**Run 1: port wiring**

Scale: 3 px per um.
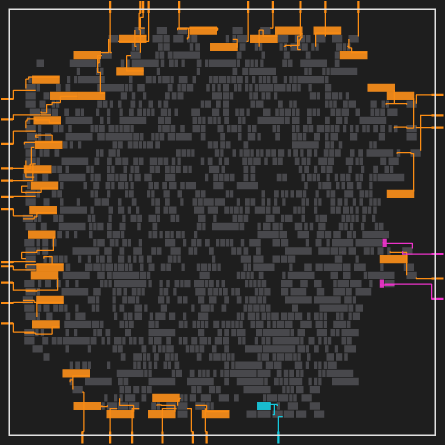
**Run 1: signal wires by layer**

Scale: 4 px per um. Two of the layers only.
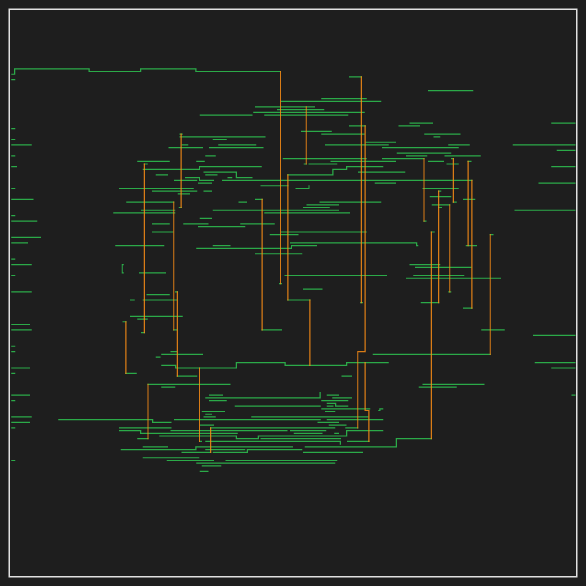
**Run 1: M2 wires**

Scale: 3 px per um.
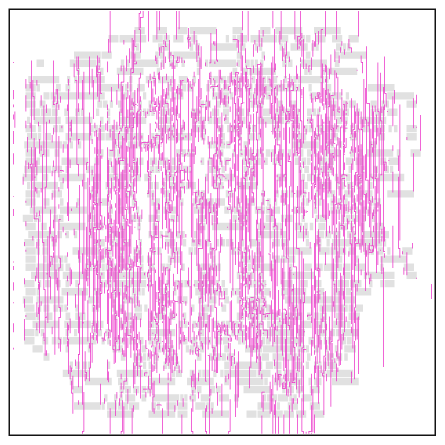
File: src/rtl/alu_shift_seq.sv
// Multi-cycle SLL/SRL/ROR/SRA shift unit. It moves at most STEP bits per clock
// and uses valid/ready handshakes for both the operands and the result.
module alu_shift_seq #(
  parameter int XLEN = 32,
  parameter int STEP = 4,
  localparam int SHW = $clog2(XLEN)
) (
  input  logic            clk,
  input  logic            rst_n,
  input  logic            in_valid,
  output logic            in_ready,
  input  logic [1:0]      op,
  input  logic [XLEN-1:0] rs1,
  input  logic [XLEN-1:0] rs2,
  output logic            out_valid,
  input  logic            out_ready,
  output logic [XLEN-1:0] rd,
  output logic            busy
);

  typedef enum logic [1:0] {
    OP_SLL = 2'b00,
    OP_SRL = 2'b01,
    OP_ROR = 2'b10,
    OP_SRA = 2'b11
  } op_e;

  typedef enum logic [1:0] {S_IDLE, S_SHIFT, S_DONE} state_e;

  // STEP may equal XLEN, which does not fit in SHW bits. The compare therefore
  // uses one extra bit. The truncated STEP_K is only selected when rem > STEP,
  // so STEP < XLEN whenever it is used.
  localparam logic [SHW:0]   STEP_X = (SHW+1)'(STEP);
  localparam logic [SHW-1:0] STEP_K = SHW'(STEP);

  state_e          r_state, w_state_next;
  op_e             r_op;
  logic [XLEN-1:0] r_acc, r_rd, w_acc_step;
  logic [SHW-1:0]  r_rem, w_k, w_rem_step;
  logic            w_accept;
  logic            w_unused;

  // The shift amount is taken modulo XLEN. The upper rs2 bits are ignored on purpose.
  assign w_unused   = ^rs2[XLEN-1:SHW];
  assign w_accept   = in_valid && in_ready;
  assign w_k        = ({1'b0, r_rem} > STEP_X) ? STEP_K : r_rem;
  assign w_rem_step = r_rem - w_k;

  always_comb begin
    w_acc_step = r_acc;
    case (r_op)
      OP_SLL: w_acc_step = r_acc << w_k;
      OP_SRL: w_acc_step = r_acc >> w_k;
      // The left amount is XLEN-k, computed modulo XLEN. k is never 0 while shifting.
      OP_ROR: w_acc_step = (r_acc >> w_k) | (r_acc << (SHW'(0) - w_k));
      OP_SRA: w_acc_step = $unsigned($signed(r_acc) >>> w_k);
      default: w_acc_step = r_acc;
    endcase
  end

  always_ff @(posedge clk or negedge rst_n) begin
    // NOTE: sequential state uses non-blocking assignments so every flop samples pre-edge values.
    if (!rst_n) r_state <= S_IDLE;
    else        r_state <= w_state_next;
  end

  always_comb begin
    // NOTE: every output of this block is given a default first; otherwise latches are inferred.
    w_state_next = r_state;
    in_ready     = 1'b0;
    out_valid    = 1'b0;
    busy         = 1'b0;
    case (r_state)
      S_IDLE: begin
        in_ready = 1'b1;
        if (in_valid) w_state_next = (rs2[SHW-1:0] == '0) ? S_DONE : S_SHIFT;
      end
      S_SHIFT: begin
        busy = 1'b1;
        if (w_rem_step == '0) w_state_next = S_DONE;
      end
      S_DONE: begin
        busy      = 1'b1;
        out_valid = 1'b1;
        if (out_ready) w_state_next = S_IDLE;
      end
      default: w_state_next = S_IDLE;
    endcase
  end

  // r_rd loads only on entry to DONE, so the result stays stable under backpressure and after the handoff.
  always_ff @(posedge clk or negedge rst_n) begin
    if (!rst_n) begin
      r_acc <= '0;
      r_rem <= '0;
      r_op  <= OP_SLL;
      r_rd  <= '0;
    end else if (w_accept) begin
      r_acc <= rs1;
      r_rem <= rs2[SHW-1:0];
      r_op  <= op_e'(op);
      if (rs2[SHW-1:0] == '0) r_rd <= rs1;
    end else if (r_state == S_SHIFT) begin
      r_acc <= w_acc_step;
      r_rem <= w_rem_step;
      if (w_rem_step == '0) r_rd <= w_acc_step;
    end
  end

  assign rd = r_rd;

endmodule
File: config.mk
export PLATFORM = sky130hd
export DESIGN_NAME = alu_shift_seq
export DESIGN_NICKNAME = d
export VERILOG_FILES = /design/src/rtl/alu_shift_seq.sv
export SDC_FILE = /design/constraint.sdc
export NUM_CORES = 1
export LEC_CHECK = 0
export ABC_AREA = 1
export CAP_MARGIN = 20
export CORE_MARGIN = 4
export CORE_UTILIZATION = 39
export CTS_CLUSTER_SIZE = 16
export DETAILED_ROUTE_END_ITERATION = 6
export GPL_ROUTABILITY_DRIVEN = 1
export PLACE_DENSITY = 0.68
export SETUP_SLACK_MARGIN = 0.3
export SLEW_MARGIN = 20
export SYNTH_ARGS = -nofsm -noshare
export SYNTH_HDL_FRONTEND = slang
export SYNTH_SLANG_ARGS = --single-unit
File: constraint.sdc
create_clock -name clk -period 2.7 [get_ports clk]
set_input_delay 0.54 -clock clk [delete_from_list [all_inputs] [get_ports clk]]
set_output_delay 0.54 -clock clk [all_outputs]
set_load 0.01 [all_outputs]
==> results.py, run 1 <==
# Auto-generated metrics
metrics = {
    "floorplanning": {
        "taps": 225,
        "die_w_um": 142,
        "chipArea_mm2": 0.0200,
        "ios": 105,
        "die_h_um": 142,
    },
    "pwr": {
        "p_int_mw": 6.42,
        "power.total_mw": 14.4,
        "switching_share": 0.555,
        "p_leak_nw": 4.23,
        "pwr-share-seq": 0.141,
        "largestPowerGroup": "combinational cells",
    },
    "global_routing": {
        "met1_usage": 0.369,
        "gr-total-overflow": 0,
        "grt_antenna_before_repair": 0,
        "grt_max_degree": 74,
        "grt_util_met3": 0.0506,
        "grt_pass1_wl_mm": 42.4,
    },
    "routing": {
        "post_drt_wl_per_cell_um": 17.9,
        "met1_length_mm": 11.9,
        "firstDrtPassIters": 7,
        "drc": 0,
        "met3_length_mm": 2.14,
    },
    "cells_and_area": {
        "buffers": 150,
        "flops": 73,
        "regArea_mm2": 0.00183,
        "fin_area_mm2": 0.00881,
        "syn_to_final_growth_pct": 26.7,
        "drive_gt1_frac": 0.150,
        "bufAreaShareNonClock": 0.158,
        "sh_comb_area": 0.542,
        "seq_share": 0.207,
        "largestClassByArea": "multi-input combinational cells",
        "layoutNonFillerInstCount": 1491,
        "nClkBuffers": 10,
    },
    "timing": {
        "relSlewSlack": 0.363,
        "fmax_ghz": 0.415,
        "worst_slack_ns": 0.291,
        "timing.hold.ws_ns": 0.337,
        "drv_slew": 0,
        "tightest_slew_ns": 0.955,
        "setup_viol_count_final": 0,
    },
    "clock_network": {
        "clock-sinks": 73,
        "cts_buffers": 9,
        "clock_latency_ns": 0.35,
        "clk_transition_reported_paths_ns": 0.06,
    },
    "synthesis": {
        "largest_area_cell": "dfrtp_1",
        "yosysUniqueCellTypes": 40,
        "synthSimpleGateAreaFrac": 0.504,
        "top_cells_by_area": "dfrtp_1 (26%), nand2_1 (24%), nand3_1 (16%)",
        "top_logic_kind": "simple AND/OR/NAND/NOR gates",
        "async_flop_share": 1.00,
        "ys_chip_area_mm2": 0.00695,
        "ys_cells": 1175,
        "ys.flop_type": "dfrtp_1",
        "synth-seq-cells": 73,
        "syn_area_mm2": 0.00695,
    },
    "worst_setup_path": {
        "r2r-start": "r_op[0]",
        "worst_path_most_repeated_cell": "nand3_1",
        "crit_required_ns": 2.98,
        "reg2regPathDepth": 9,
        "end_kind": "flop",
        "path_buffers": 3,
        "path_cells": "nor2_1, buf_4, inv_2, nor2_2, inv_1, or2_2, nand3_1, nand3_1, o21ai_1",
        "cpLargestDelayFamily": "simple AND/OR/NAND/NOR gates",
        "max_stage_delay_ns": 0.45,
        "path_depth": 9,
    },
    "job": {
        "max_cap_violations": 0,
    },
    "placement": {
        "dpl_cell_area_mm2": 0.00824,
        "gp_congestion": 1.02,
        "dpl.cell_count": 1475,
    },
    "run_status": {
        "status": "complete, no violations",
    },
    "hold_path": {
        "min_path_type": "in2async",
    },
}
-- 'port wiring' (at the start) --
Key: orange = `rd` [bits 32, direction output, edge 12 left, 10 top, 6 bottom, 4 right, end cells 32, buffers 32, wire 782 um]; magenta = `op` [bits 2, direction input, edge right, end cells 2, buffers 2, wire 49.1 um]; cyan = `out_valid` [bits 1, direction output, edge bottom, end cells 1, buffers 1, wire 14.0 um]

-- 'signal wires by layer' (at the start) --
Key: green = met3 [wire length 2140 um]; orange = met4 [wire length 677 um]

-- 'M2 wires' (at the start) --
The longest straight run is 80.6 um. The layer holds 45% of the routed length. The wires run mostly vertical. 1018 nets have wire on it.

run 1: cell usage after synthesis, types with 3 or more instances:
cell type  instances
and2_1             8
o211ai_1          14
buf_4              5
buf_1              5
buf_2             27
nand3_1          221
nor2_2             5
dfrtp_1           73
inv_2              9
a211oi_1           9
or2_2             30
a21oi_1           25
nand2_2            4
o21ai_0           51
inv_1             45
o21ai_2            3
a31oi_1           10
buf_6              3
o22ai_1           14
clkbuf_1          34
nand4_1           30
ha_1               5
nor2_1            55
a22oi_1            3
nand2_1          436
o21ai_1           33
o2111ai_1          3
run 1: flip-flops by register name, indices dropped and copies added (netlist names):
name	cells
r_acc	32
rd	32
r_rem	5
r_op	2
r_state	2
==> run 2, diff against run 1 <==
- HOLD_SLACK_MARGIN: unset -> 0.12
- RECOVER_POWER: unset -> 25
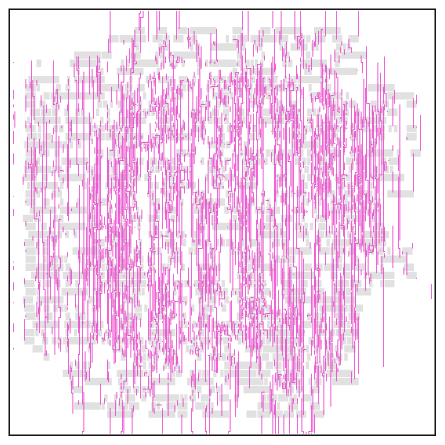
**Above:** run 2 (M2 wires).
Scale: 3 px per um.
grt met2 use: 0.416
vias: 8470
Total Wirelength: 26.6 mm

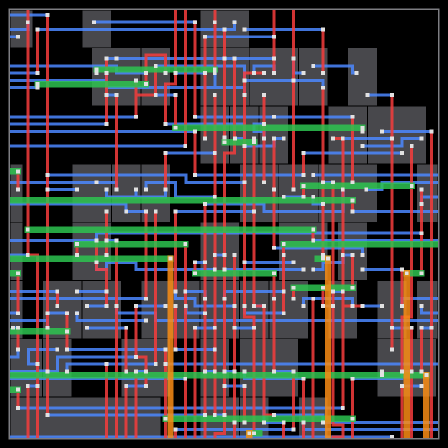
**Above:** run 2 (close-up of the layout).
Region (96, 96) to (116, 116) um. Cells in grey, sequential cells in the stronger grey; small squares are vias.
Key: red = met2; green = met3; blue = met1; orange = met4
Sequential cells in the window: 0. Most frequent: nand2_1 (16), nand3_1 (7), nand4_1 (4). 44 logic cells have their middle in the window.

==> run 2 against run 1 <==
The flow now finishes with violations (capacitance limit, slew limit). Sequential share of layout area hardly changed. Largest power group unchanged. Cell count unchanged. Sequential power about the same. Die area is the same. Count of clock-buffer cells in the layout is the same. Area after synthesis unchanged. Sequential cell count did not move. Critical path depth stayed put. Largest cell class unchanged.
==> results.py, run 2 <==
# Auto-generated metrics
metrics = {
    "global_routing": {
        "met1_usage": 0.369,
        "grt_antenna_before_repair": 0,
        "grt_pass1_wl_mm": 42.4,
        "grt_util_met3": 0.0506,
        "gr-total-overflow": 0,
    },
    "cells_and_area": {
        "fin_area_mm2": 0.00881,
        "drive_gt1_frac": 0.150,
        "syn_to_final_growth_pct": 26.7,
    },
    "routing": {
        "post_drt_wl_per_cell_um": 17.9,
        "met1_length_mm": 11.9,
        "firstDrtPassIters": 7,
        "drc": 0,
    },
    "synthesis": {
        "synthSimpleGateAreaFrac": 0.504,
        "ys_top_cells_by_count": "nand2_1 (436), nand3_1 (221), dfrtp_1 (73)",
        "largest_area_cell": "dfrtp_1",
        "ys.flop_type": "dfrtp_1",
        "synth-seq-cells": 73,
        "async_flop_share": 1.00,
    },
    "floorplanning": {
        "ios": 105,
        "chipArea_mm2": 0.0200,
        "die_w_um": 142,
    },
    "worst_setup_path": {
        "crit_required_ns": 2.98,
        "end_kind": "flop",
        "r2r-start": "r_op[0]",
        "path_depth": 9,
        "worst_path_most_repeated_cell": "nand3_1",
        "path_buffers": 3,
        "max_stage_delay_ns": 0.45,
    },
    "clock_network": {
        "clock-sinks": 73,
        "cts_buffers": 9,
    },
    "pwr": {
        "p_int_mw": 6.41,
        "switching_share": 0.555,
        "largestPowerGroup": "combinational cells",
        "pwr-share-seq": 0.141,
        "p_leak_nw": 4.23,
    },
    "timing": {
        "drv_slew": 74,
    },
    "placement": {
        "gp_congestion": 1.02,
    },
    "job": {
        "max_cap_violations": 1,
    },
    "run_status": {
        "violations": "capacitance limit, slew limit",
        "status": "complete, but fails checks",
    },
}
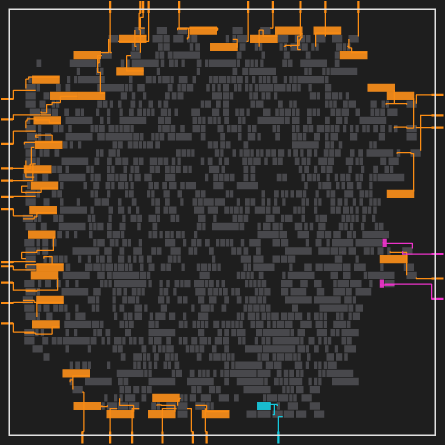
**Above:** run 2 (port wiring).
Scale: 3 px per um.
Key: orange = `rd` [bits 32, direction output, edge 12 left, 10 top, 6 bottom, 4 right, end cells 32, buffers 32, wire 782 um]; cyan = `out_valid` [bits 1, direction output, edge bottom, end cells 1, buffers 1, wire 14.0 um]; magenta = `op` [bits 2, direction input, edge right, end cells 2, buffers 2, wire 49.1 um]

## run 2: cell types whose count changed in the layout (fill, tap and decap cells not counted), sizes merged
cell	previous run	this run
buf	74	73
clkbuf	10	11
## run 2: per-stage QoR
step                       util  power, mW  hold WS [ns]  worst slack (ns)  std cells
after floorplan               -       8.93         0.244             0.305       1175
after global routing      0.508       15.6         0.492             0.155       1491
after global placement    0.475       12.3         0.462             0.156       1475
after detailed placement  0.475       12.3         0.464             0.107       1475
after CTS                 0.496       13.8         0.385             0.300       1490
final                     0.508       14.4         0.475             0.291       1491
## run 2: final cells by class
type / count / area (um2)
tap: 225 / 282
inverter: 54 / 215
timing repair buffer: 150 / 1390
fill: 1780 / 8550
clock inverter: 5 / 80.1
sequential: 73 / 1830
clock buffer: 10 / 239
multi-input combinational: 974 / 4780
==> run 3, diff against run 2 <==
- ABC_CLOCK_PERIOD_IN_PS: unset -> 2700
- SKIP_LAST_GASP: unset -> 1
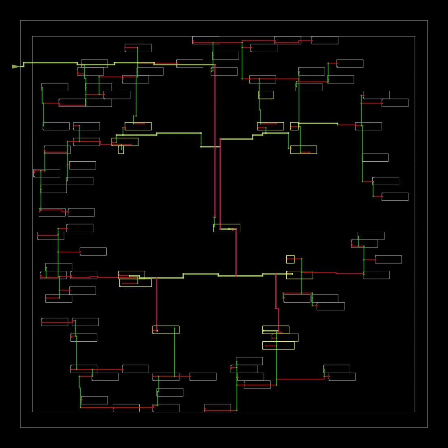
**Above:** run 3 (clock nets).
clock sink count: 73
Flop Count: 73
Num CTS Buffers: 9
clk latency late pin: 0.35 ns

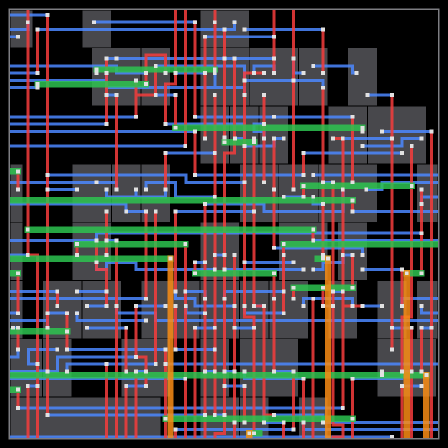
**Above:** run 3 (close-up of the layout).
Region (96, 96) to (116, 116) um. Cells in grey, sequential cells in the stronger grey; small squares are vias.
Key: red = met2; orange = met4; green = met3; blue = met1
Sequential cells in the window: 0. 44 logic cells have their middle in the window. Most frequent: nand2_1 (16), nand3_1 (7), nand4_1 (4).

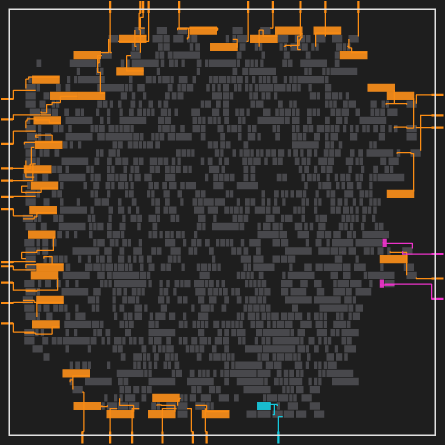
**Above:** run 3 (port wiring).
Scale: 3 px per um.
Key: cyan = `out_valid` [bits 1, direction output, edge bottom, end cells 1, buffers 1, wire 14.0 um]; magenta = `op` [bits 2, direction input, edge right, end cells 2, buffers 2, wire 49.1 um]; orange = `rd` [bits 32, direction output, edge 12 left, 10 top, 6 bottom, 4 right, end cells 32, buffers 32, wire 782 um]

==> run 3 against run 2 <==
The run still ends with capacitance limit, slew limit left. Register-to-register slack about the same. Clock power about the same. Die area unchanged. Core utilization unchanged. Largest power group unchanged. Sequential power about the same. First-iteration DRC count unchanged. Worst setup slack unchanged. Final area unchanged. Combinational power about the same. Non-clock buffer count unchanged. Routed wire length unchanged.
==> results.py, run 3 <==
# Auto-generated metrics
metrics = {
    "worst_setup_path": {
        "path_depth": 9,
        "end_kind": "flop",
        "r2r-start": "r_op[0]",
        "path_buffers": 3,
        "critPathLaunchType": "flop",
        "worst_path_most_repeated_cell": "nand3_1",
    },
    "pwr": {
        "power.total_mw": 14.4,
        "p_int_mw": 6.41,
        "switching_share": 0.555,
        "pwr-share-seq": 0.141,
        "p_leak_nw": 4.23,
    },
    "synthesis": {
        "ys.flop_type": "dfrtp_1",
        "async_flop_share": 1.00,
        "synth-seq-cells": 73,
        "ys_top_cells_by_count": "nand2_1 (436), nand3_1 (221), dfrtp_1 (73)",
        "synthSimpleGateAreaFrac": 0.504,
        "ys_chip_area_mm2": 0.00695,
    },
    "routing": {
        "met2_wirelength_mm": 12.0,
        "wirelength_mm": 26.6,
        "drt_iter0_drc": 898,
        "post_drt_wl_per_cell_um": 17.9,
        "met1_length_mm": 11.9,
        "route.vias.total": 8470,
    },
    "cells_and_area": {
        "drive_gt1_frac": 0.150,
        "logic_area_mm2": 0.00478,
        "regArea_mm2": 0.00183,
        "layoutNonFillerInstCount": 1491,
        "final_core_util": 0.508,
        "buffers": 150,
        "nClkBuffers": 10,
        "fillers": 1780,
        "fin_area_mm2": 0.00881,
        "bufAreaShareNonClock": 0.157,
        "num-multi-input-gates": 974,
        "largestClassByArea": "multi-input combinational cells",
        "clock_area_frac": 0.0362,
    },
    "floorplanning": {
        "ios": 105,
        "taps": 225,
        "chipArea_mm2": 0.0200,
        "die_w_um": 142,
    },
    "timing": {
        "timing.hold.ws_ns": 0.475,
        "drv_slew": 74,
        "fin_setup_tns_ns": 0,
        "worst_slack_ns": 0.291,
    },
    "global_routing": {
        "met1_usage": 0.369,
        "met2_usage": 0.416,
        "gr-total-overflow": 0,
        "grt_pass1_wl_mm": 42.4,
        "grt_util_met3": 0.0506,
    },
    "placement": {
        "gp_congestion": 1.02,
        "dpl.cell_count": 1475,
    },
    "run_status": {
        "status": "complete, but fails checks",
        "violations": "capacitance limit, slew limit",
    },
    "clock_network": {
        "htree_levels": 3,
    },
    "job": {
        "max_cap_violations": 1,
    },
}
run 3: cell counts after synthesis:
Identical to the previous run, type by type.
run 3: power groups by stage:
| stage | clock network, mW | registers, mW | logic, mW |
|---|---|---|---|
| after CTS | 1.34 | 2.01 | 10.4 |
| after global routing | 1.39 | 2.09 | 12.1 |
| after floorplan | 0 | 2.01 | 6.93 |
| after global placement | 0 | 2.02 | 10.3 |
| final | 1.33 | 2.03 | 11.0 |
| after detailed placement | 0 | 2.01 | 10.3 |
run 3: cell families after synthesis:
group / Yosys count
flip-flops: 73
other: 1
buffers and inverters: 128
AND/OR/NAND/NOR: 796
adder cells (fa/ha/maj): 5
XOR/XNOR: 1
AND-OR/OR-AND: 171
Power figures rest on the tool's default switching activity, not on a simulated workload.
